`src/rtl/proc_trace_driver_pkg.sv`:
```
// Shared cache-side types plus the trace ROM entry format and the replay FSM states.
package proc_trace_driver_pkg;

    localparam int unsigned ADDR_WIDTH = 32;
    localparam int unsigned DATA_WIDTH = 32;
    localparam int unsigned ERR_W      = 16;

    typedef struct packed {
        logic                  cs;
        logic                  rw;
        logic [ADDR_WIDTH-1:0] addr;
        logic [DATA_WIDTH-1:0] data;
        logic                  flush;
    } processor_request_t;

    typedef struct packed {
        logic hold_cpu;
    } processor_response_t;

    typedef enum logic [1:0] {
        OP_LD  = 2'd0,
        OP_ST  = 2'd1,
        OP_LDC = 2'd2,
        OP_END = 2'd3
    } trace_op_t;

    typedef struct packed {
        trace_op_t             op;
        logic [ADDR_WIDTH-1:0] addr;
        logic [DATA_WIDTH-1:0] data;
    } trace_entry_t;

    typedef enum logic [2:0] {
        ST_IDLE,
        ST_FETCH,
        ST_WAIT_ROM,
        ST_ISSUE,
        ST_WAIT_HOLD,
        ST_FLUSH,
        ST_FLUSH_WAIT,
        ST_DONE
    } drv_state_t;

    // Request word that asks the cache to write back and invalidate everything.
    function automatic processor_request_t flush_req();
        processor_request_t r;
        r       = '0;
        r.cs    = 1'b1;
        r.flush = 1'b1;
        return r;
    endfunction

endpackage

```
`src/rtl/trace_checker.sv`:
```
// Captures load data on request completion and counts load-compare mismatches (saturating).
module trace_checker
    import proc_trace_driver_pkg::*;
(
    input  logic                  clk,
    input  logic                  rst_n,
    input  logic                  clr,
    input  logic                  capture,
    input  logic                  check,
    input  logic [DATA_WIDTH-1:0] expected,
    input  logic [DATA_WIDTH-1:0] load_data,
    output logic [ERR_W-1:0]      err_count
);

    logic                  pend;
    logic [DATA_WIDTH-1:0] cap_data;
    logic [DATA_WIDTH-1:0] exp_data;

    // Compare one cycle after capture so the comparator sits behind a register.
    always_ff @(posedge clk or negedge rst_n) begin
        if (!rst_n) begin
            pend      <= 1'b0;
            cap_data  <= '0;
            exp_data  <= '0;
            err_count <= '0;
        end else begin
            pend <= capture && check && !clr;
            if (capture) begin
                cap_data <= load_data;
                exp_data <= expected;
            end
            if (clr) begin
                err_count <= '0;
            end else if (pend && (cap_data != exp_data) && (err_count != '1)) begin
                err_count <= err_count + 1'b1;
            end
        end
    end

endmodule

```
`src/rtl/proc_trace_driver.sv`:
```
// Replays a trace ROM as cache requests, stalls on hold_cpu and finishes with a flush.
// Define SELF_CHECK_EN to compare OP_LDC load data and count mismatches in err_count.
module proc_trace_driver
    import proc_trace_driver_pkg::*;
#(
    parameter int unsigned TRACE_AW = 10,
    parameter int unsigned MAX_WAIT = 255
) (
    input  logic                             clk,
    input  logic                             rst,
    input  logic                             start,
    output logic [TRACE_AW-1:0]              trace_addr,
    input  logic [$bits(trace_entry_t)-1:0]  trace_entry,
    output processor_request_t               proc_req,
    input  processor_response_t              proc_res,
    input  logic [DATA_WIDTH-1:0]            proc_res_data,
    output logic                             busy,
    output logic                             done,
    output logic                             timeout,
    output logic [TRACE_AW:0]                op_count,
    output logic [ERR_W-1:0]                 err_count
);

    localparam int unsigned WAIT_W = $clog2(MAX_WAIT + 1);

    drv_state_t          state;
    logic [TRACE_AW-1:0] ptr;
    logic [WAIT_W-1:0]   wait_cnt;
    trace_op_t           cur_op;
    trace_entry_t        entry_c;
    logic                hold_c;
    logic                wait_max_c;
    logic [1:0]          rst_sync;
    logic                rst_n;

    // Reset asserts asynchronously and is released on a clock edge.
    always_ff @(posedge clk or negedge rst) begin
        if (!rst) begin
            rst_sync <= '0;
        end else begin
            rst_sync <= {rst_sync[0], 1'b1};
        end
    end
    assign rst_n = rst_sync[1];

    assign entry_c    = trace_entry_t'(trace_entry);
    assign hold_c     = proc_res.hold_cpu;
    assign wait_max_c = (wait_cnt == WAIT_W'(MAX_WAIT - 1));
    assign trace_addr = ptr;

    always_ff @(posedge clk or negedge rst_n) begin
        if (!rst_n) begin
            state    <= ST_IDLE;
            ptr      <= '0;
            wait_cnt <= '0;
            cur_op   <= OP_LD;
            proc_req <= '0;
            busy     <= 1'b0;
            done     <= 1'b0;
            timeout  <= 1'b0;
            op_count <= '0;
        end else begin
            case (state)
                ST_IDLE, ST_DONE: begin
                    if (start) begin
                        ptr      <= '0;
                        op_count <= '0;
                        timeout  <= 1'b0;
                        done     <= 1'b0;
                        busy     <= 1'b1;
                        state    <= ST_FETCH;
                    end
                end
                ST_FETCH: state <= ST_WAIT_ROM;
                ST_WAIT_ROM: begin
                    if (entry_c.op == OP_END) begin
                        proc_req <= flush_req();
                        state    <= ST_FLUSH;
                    end else begin
                        cur_op         <= entry_c.op;
                        proc_req.cs    <= 1'b1;
                        proc_req.rw    <= (entry_c.op == OP_ST);
                        proc_req.addr  <= entry_c.addr;
                        proc_req.data  <= entry_c.data;
                        proc_req.flush <= 1'b0;
                        state          <= ST_ISSUE;
                    end
                end
                ST_ISSUE: begin
                    wait_cnt <= '0;
                    state    <= ST_WAIT_HOLD;
                end
                ST_WAIT_HOLD: begin
                    if (!hold_c) begin
                        if (op_count != '1) begin
                            op_count <= op_count + 1'b1;
                        end
                        // Last ROM slot done: the trace has wrapped, so close it out.
                        if (ptr == '1) begin
                            proc_req <= flush_req();
                            state    <= ST_FLUSH;
                        end else begin
                            proc_req <= '0;
                            ptr      <= ptr + 1'b1;
                            state    <= ST_FETCH;
                        end
                    end else if (wait_max_c) begin
                        timeout  <= 1'b1;
                        proc_req <= flush_req();
                        state    <= ST_FLUSH;
                    end else begin
                        wait_cnt <= wait_cnt + 1'b1;
                    end
                end
                ST_FLUSH: begin
                    wait_cnt <= '0;
                    state    <= ST_FLUSH_WAIT;
                end
                ST_FLUSH_WAIT: begin
                    // A stuck flush is bounded too, so replay always reaches DONE.
                    if (!hold_c || wait_max_c) begin
                        if (hold_c) begin
                            timeout <= 1'b1;
                        end
                        proc_req <= '0;
                        busy     <= 1'b0;
                        done     <= 1'b1;
                        state    <= ST_DONE;
                    end else begin
                        wait_cnt <= wait_cnt + 1'b1;
                    end
                end
                default: state <= ST_IDLE;
            endcase
        end
    end

`ifdef SELF_CHECK_EN
    logic load_done_c;
    logic start_ok_c;

    assign load_done_c = (state == ST_WAIT_HOLD) && !hold_c && !proc_req.rw;
    assign start_ok_c  = start && ((state == ST_IDLE) || (state == ST_DONE));

    trace_checker u_trace_checker (
        .clk       (clk),
        .rst_n     (rst_n),
        .clr       (start_ok_c),
        .capture   (load_done_c),
        .check     (cur_op == OP_LDC),
        .expected  (proc_req.data),
        .load_data (proc_res_data),
        .err_count (err_count)
    );
`else
    logic unused_check;

    assign unused_check = ^{proc_res_data, cur_op};
    assign err_count    = '0;
`endif

endmodule

```
`config.mk`:
```
export PLATFORM = sky130hd
export DESIGN_NAME = proc_trace_driver
export DESIGN_NICKNAME = d
export VERILOG_FILES = /design/src/rtl/proc_trace_driver_pkg.sv /design/src/rtl/trace_checker.sv /design/src/rtl/proc_trace_driver.sv
export SDC_FILE = /design/constraint.sdc
export NUM_CORES = 1
export LEC_CHECK = 0
export CAP_MARGIN = 20
export CORE_MARGIN = 8
export CORE_UTILIZATION = 46
export CTS_CLUSTER_SIZE = 24
export DETAILED_ROUTE_END_ITERATION = 6
export PLACE_DENSITY_LB_ADDON = 0.2
export SYNTH_ARGS = -nofsm -noshare
export SYNTH_HDL_FRONTEND = slang
export SYNTH_SLANG_ARGS = --single-unit
```
`constraint.sdc`:
```
create_clock -name clk -period 8.3 [get_ports clk]
set_input_delay 1.245 -clock clk [delete_from_list [all_inputs] [get_ports clk]]
set_output_delay 1.245 -clock clk [all_outputs]
set_load 0.01 [all_outputs]
```
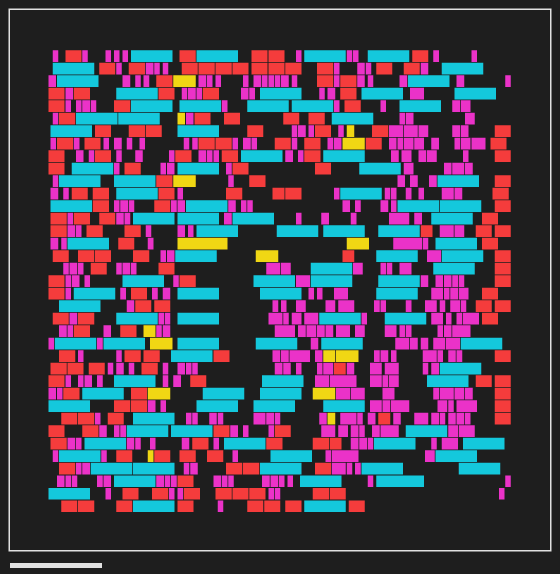
**Above:** cells colored by class.
Scale bar: 20 um.
legend:
  other buffers and delay cells:
    color: red
    cells: 166
  all other logic:
    color: magenta
    cells: 390
  flip-flops:
    color: cyan
    cells: 104
  clock drivers and dummy loads:
    color: yellow
    cells: 16
core area: 10100 um^2
row count: 37
design area: 6580 um^2
Layout Utilization: 64.9%

==> flow_summary_export.csv <==
group,metric,value,unit
status,status,"finished clean",
drt,ant_nets,0,
setup_path,crit_start,"proc_res",
drt,drc,0,
place,hpwl,9360,um
setup_path,cp-start-kind,"primary input",
finish,antennaDiodeCount,0,
finish,nNetsFinal,777,
sta,maxSlewHeadroom,55.6,%
logic_synthesis,synth_top_area_share,55.0,%
sta,holdWs,0.362,ns
logic_synthesis,yosys.stat.seqShare,55.0,%
flow_run,drv_cap,0,
clock_network,htreeDepth,3,
finish,drive_gt1_share,4.88,%
logic_synthesis,netlist_area,4740,um^2
clock_network,clock_path_buffers,2,
sta,period_used_share,35.9,%
global_routing,grt_pass1_wl,20800,um
logic_synthesis,avgSynthCellArea,9.07,um^2
pwr,p_per_area,303,nW/um^2
setup_path,critPathCaptureType,"register",
logic_synthesis,synthCells,522,
logic_synthesis,synth.top_cells.by_count,"nand2_1, dfrtp_1, o21ai_0, a21oi_1, nor2_1",
finish,fillCellCount,836,
logic_synthesis,ys_top_cells_by_area,"dfrtp_1, nand2_1, o21ai_0, buf_4, a21oi_1",
global_routing,grt_start_max_net_pins,69,
die,io_pins,209,
place,io_buffers,160,
hold_path,worstHoldPathType,"register to asynchronous set/reset pin",
die,core_util_floorplan,46.7,%
setup_path,crit_required,8.51,ns
clock_network,clock_latency,0.36,ns
logic_synthesis,yosysWarnings,0,
clock_network,clk_pin_slew_worst_paths,0.09,ns
logic_synthesis,ys_area,4740,um^2
clock_network,clock-sinks,104,
sta,tightest_slew,0.666,ns
clock_network,numCtsBuffers,9,
place,dp_cells,796,
clock_network,cts_setup_buffers,0,
global_routing,grt-ovfl-total,0,
setup_path,r2r_start,"wait_cnt[0]$_DFFE_PN0P_",
drt,wl,12500,um
drt,wl_per_cell,15.4,um
flow_run,tool_warnings,59,
sta,setup_tns,0,ns
clock_network,holdBufCountCts,0,
global_routing,antenna_found_initial,0,
pwr,leakage,2.88,nW
sta,final.min_clock_period,2.98,ns
drt,drtPass1Iterations,4,
sta,fmax,335,MHz
logic_synthesis,edf_count,0,
logic_synthesis,async_flop_share,100,%
logic_synthesis,ys_types,51,
drt,routed_via_density,5.03,
clock_network,cts-root-buf,"clkbuf_8",
finish,final-instance-count-excl-fill,812,
drt,vias,4084,
setup_path,path_class,"primary input to register",
logic_synthesis,flop_cell,"dfrtp_1",
global_routing,grt_pass1_vias,4203,
setup_path,cp_max_fo,68,
logic_synthesis,ys_cells,522,
clock_network,cts_tree,"built",
drt,drt_iter0_drc,230,
finish,area_growth,38.9,%
sta,setup_viol,0,
sta,slew_violations,0,
setup_path,arrival,3.19,ns
logic_synthesis,synth_top_cell_by_area,"dfrtp_1",
sta,rsz0062_at_grt,"no",
logic_synthesis,ys_seq_elements,104,
logic_synthesis,yosysMostFrequentCell,"nand2_1",
global_routing,grt_use_total,18.2,%
sta,hold_violations,0,
die,chip_area,13800,um^2
sta,finClkSkew,0.00725,ns
clock_network,cts_resized,0,
place,gp_congestion,0.800,
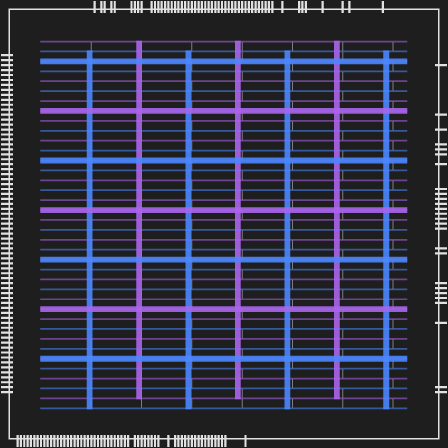
**Above:** power grid.
Pins as bars on the die edge. Tap cells in gray.
legend:
  VSS:
    color: blue
  VDD:
    color: purple
rows: 37
met4 straps: 7
Die X: 117 um
maximum vdd drop: 0.000173 V
chip height: 117 um

[cell usage in the layout (no fill, tap or decap), types with 3 or more instances in the layout]
master	instances
clkdlybuf4s50_1	160
nand2_1	157
dfrtp_1	103
o21ai_0	82
nor2_1	17
conb_1	17
a21oi_1	16
nand3_1	13
clkbuf_8	9
nand4_1	8
inv_1	6
or3_1	6
buf_4	6
and3_1	5
nor3_1	4
xor2_1	4
ha_1	4
and4_1	3
a41oi_1	3
o31ai_1	3
mux2i_1	3
o21a_1	3
clkinv_2	3
[per-layer routing]
layer | part of all wire, % | routed length (um) | vias up | global-route usage (%)
met5 | 0 | 0 | - | 0
met4 | 1.3 | 157 | 0 | 6.49
met3 | 12 | 1500 | 13 | 9.64
met2 | 49 | 6100 | 125 | 30.8
met1 | 38 | 4770 | 1912 | 18.8
li1 | - | - | 2034 | -
[power breakdown]
part / switching, mW / internal [mW]
sequential: 0.117 / 0.661
clock: 0.166 / 0.138
combinational: 0.499 / 0.411
total: 0.782 / 1.21
[worst paths after layout]
| check | end | slack, ns | cells after the start |
|---|---|---|---|
| min reg2reg | op_count[1]$_DFFE_PN0P_ | 0.36 | 0 |
| max in group asynchronous | proc_req[11]$_DFFE_PN0P_ | 6.79 | 1 |
| max reg2reg | proc_req[19]$_DFFE_PN0P_ | 6.08 | 7 |
| max | proc_req[19]$_DFFE_PN0P_ | 5.32 | 6 |
| min | op_count[1]$_DFFE_PN0P_ | 0.36 | 0 |
| min in group clk | rst_sync[1]$_DFF_PN0_ | 0.36 | 0 |
[critical path, cell delays in order]
cell and delay [ns]:
clkdlybuf4s50_1 0.56, nand3b_1 0.19, a41o_1 0.37, o21ai_4 0.11, buf_4 0.48, o21ai_0 0.20
[cell families after synthesis]
| kind of cell | synth area share [%] |
|---|---|
| flops | 55.0 |
| xor+xnor | 1.11 |
| fa+ha+maj | 1.06 |
| buf+inv | 5.60 |
| compound gates | 15.2 |
| other cells | 0.159 |
| mux | 0.634 |
| simple gates | 21.3 |
[final cells by class]
cell class                      instances  area (um^2)  area share [%]
Clock inverter                          6         60.1           0.913
Timing Repair Buffer                  166         1650            25.0
Sequential cell                       104         2610            39.6
Multi-Input combinational cell        384         1940            29.5
Tap cell                              136          170            2.59
Inverter                                6         22.5           0.342
Clock buffer                           10          128            1.94
[metrics by stage]
step	total power [mW]	cell area [um^2]	setup slack (ns)
after CTS	2.02	6580	5.34
after global routing	2.15	6580	5.14
after detailed placement	1.71	6390	4.94
final	1.99	6580	5.32
after floorplan	1.28	4790	5.19
after global placement	1.68	6380	4.75
[registers in the layout, indices dropped and copies added (netlist names)]
| register | cells |
|---|---|
| wait_cnt | 8 |
| done | 1 |
| state | 3 |
| trace_addr | 10 |
| timeout | 1 |
| rst_sync | 2 |
| busy | 1 |
| proc_req | 67 |
| op_count | 11 |
Power is estimated from default activity; no workload was simulated.
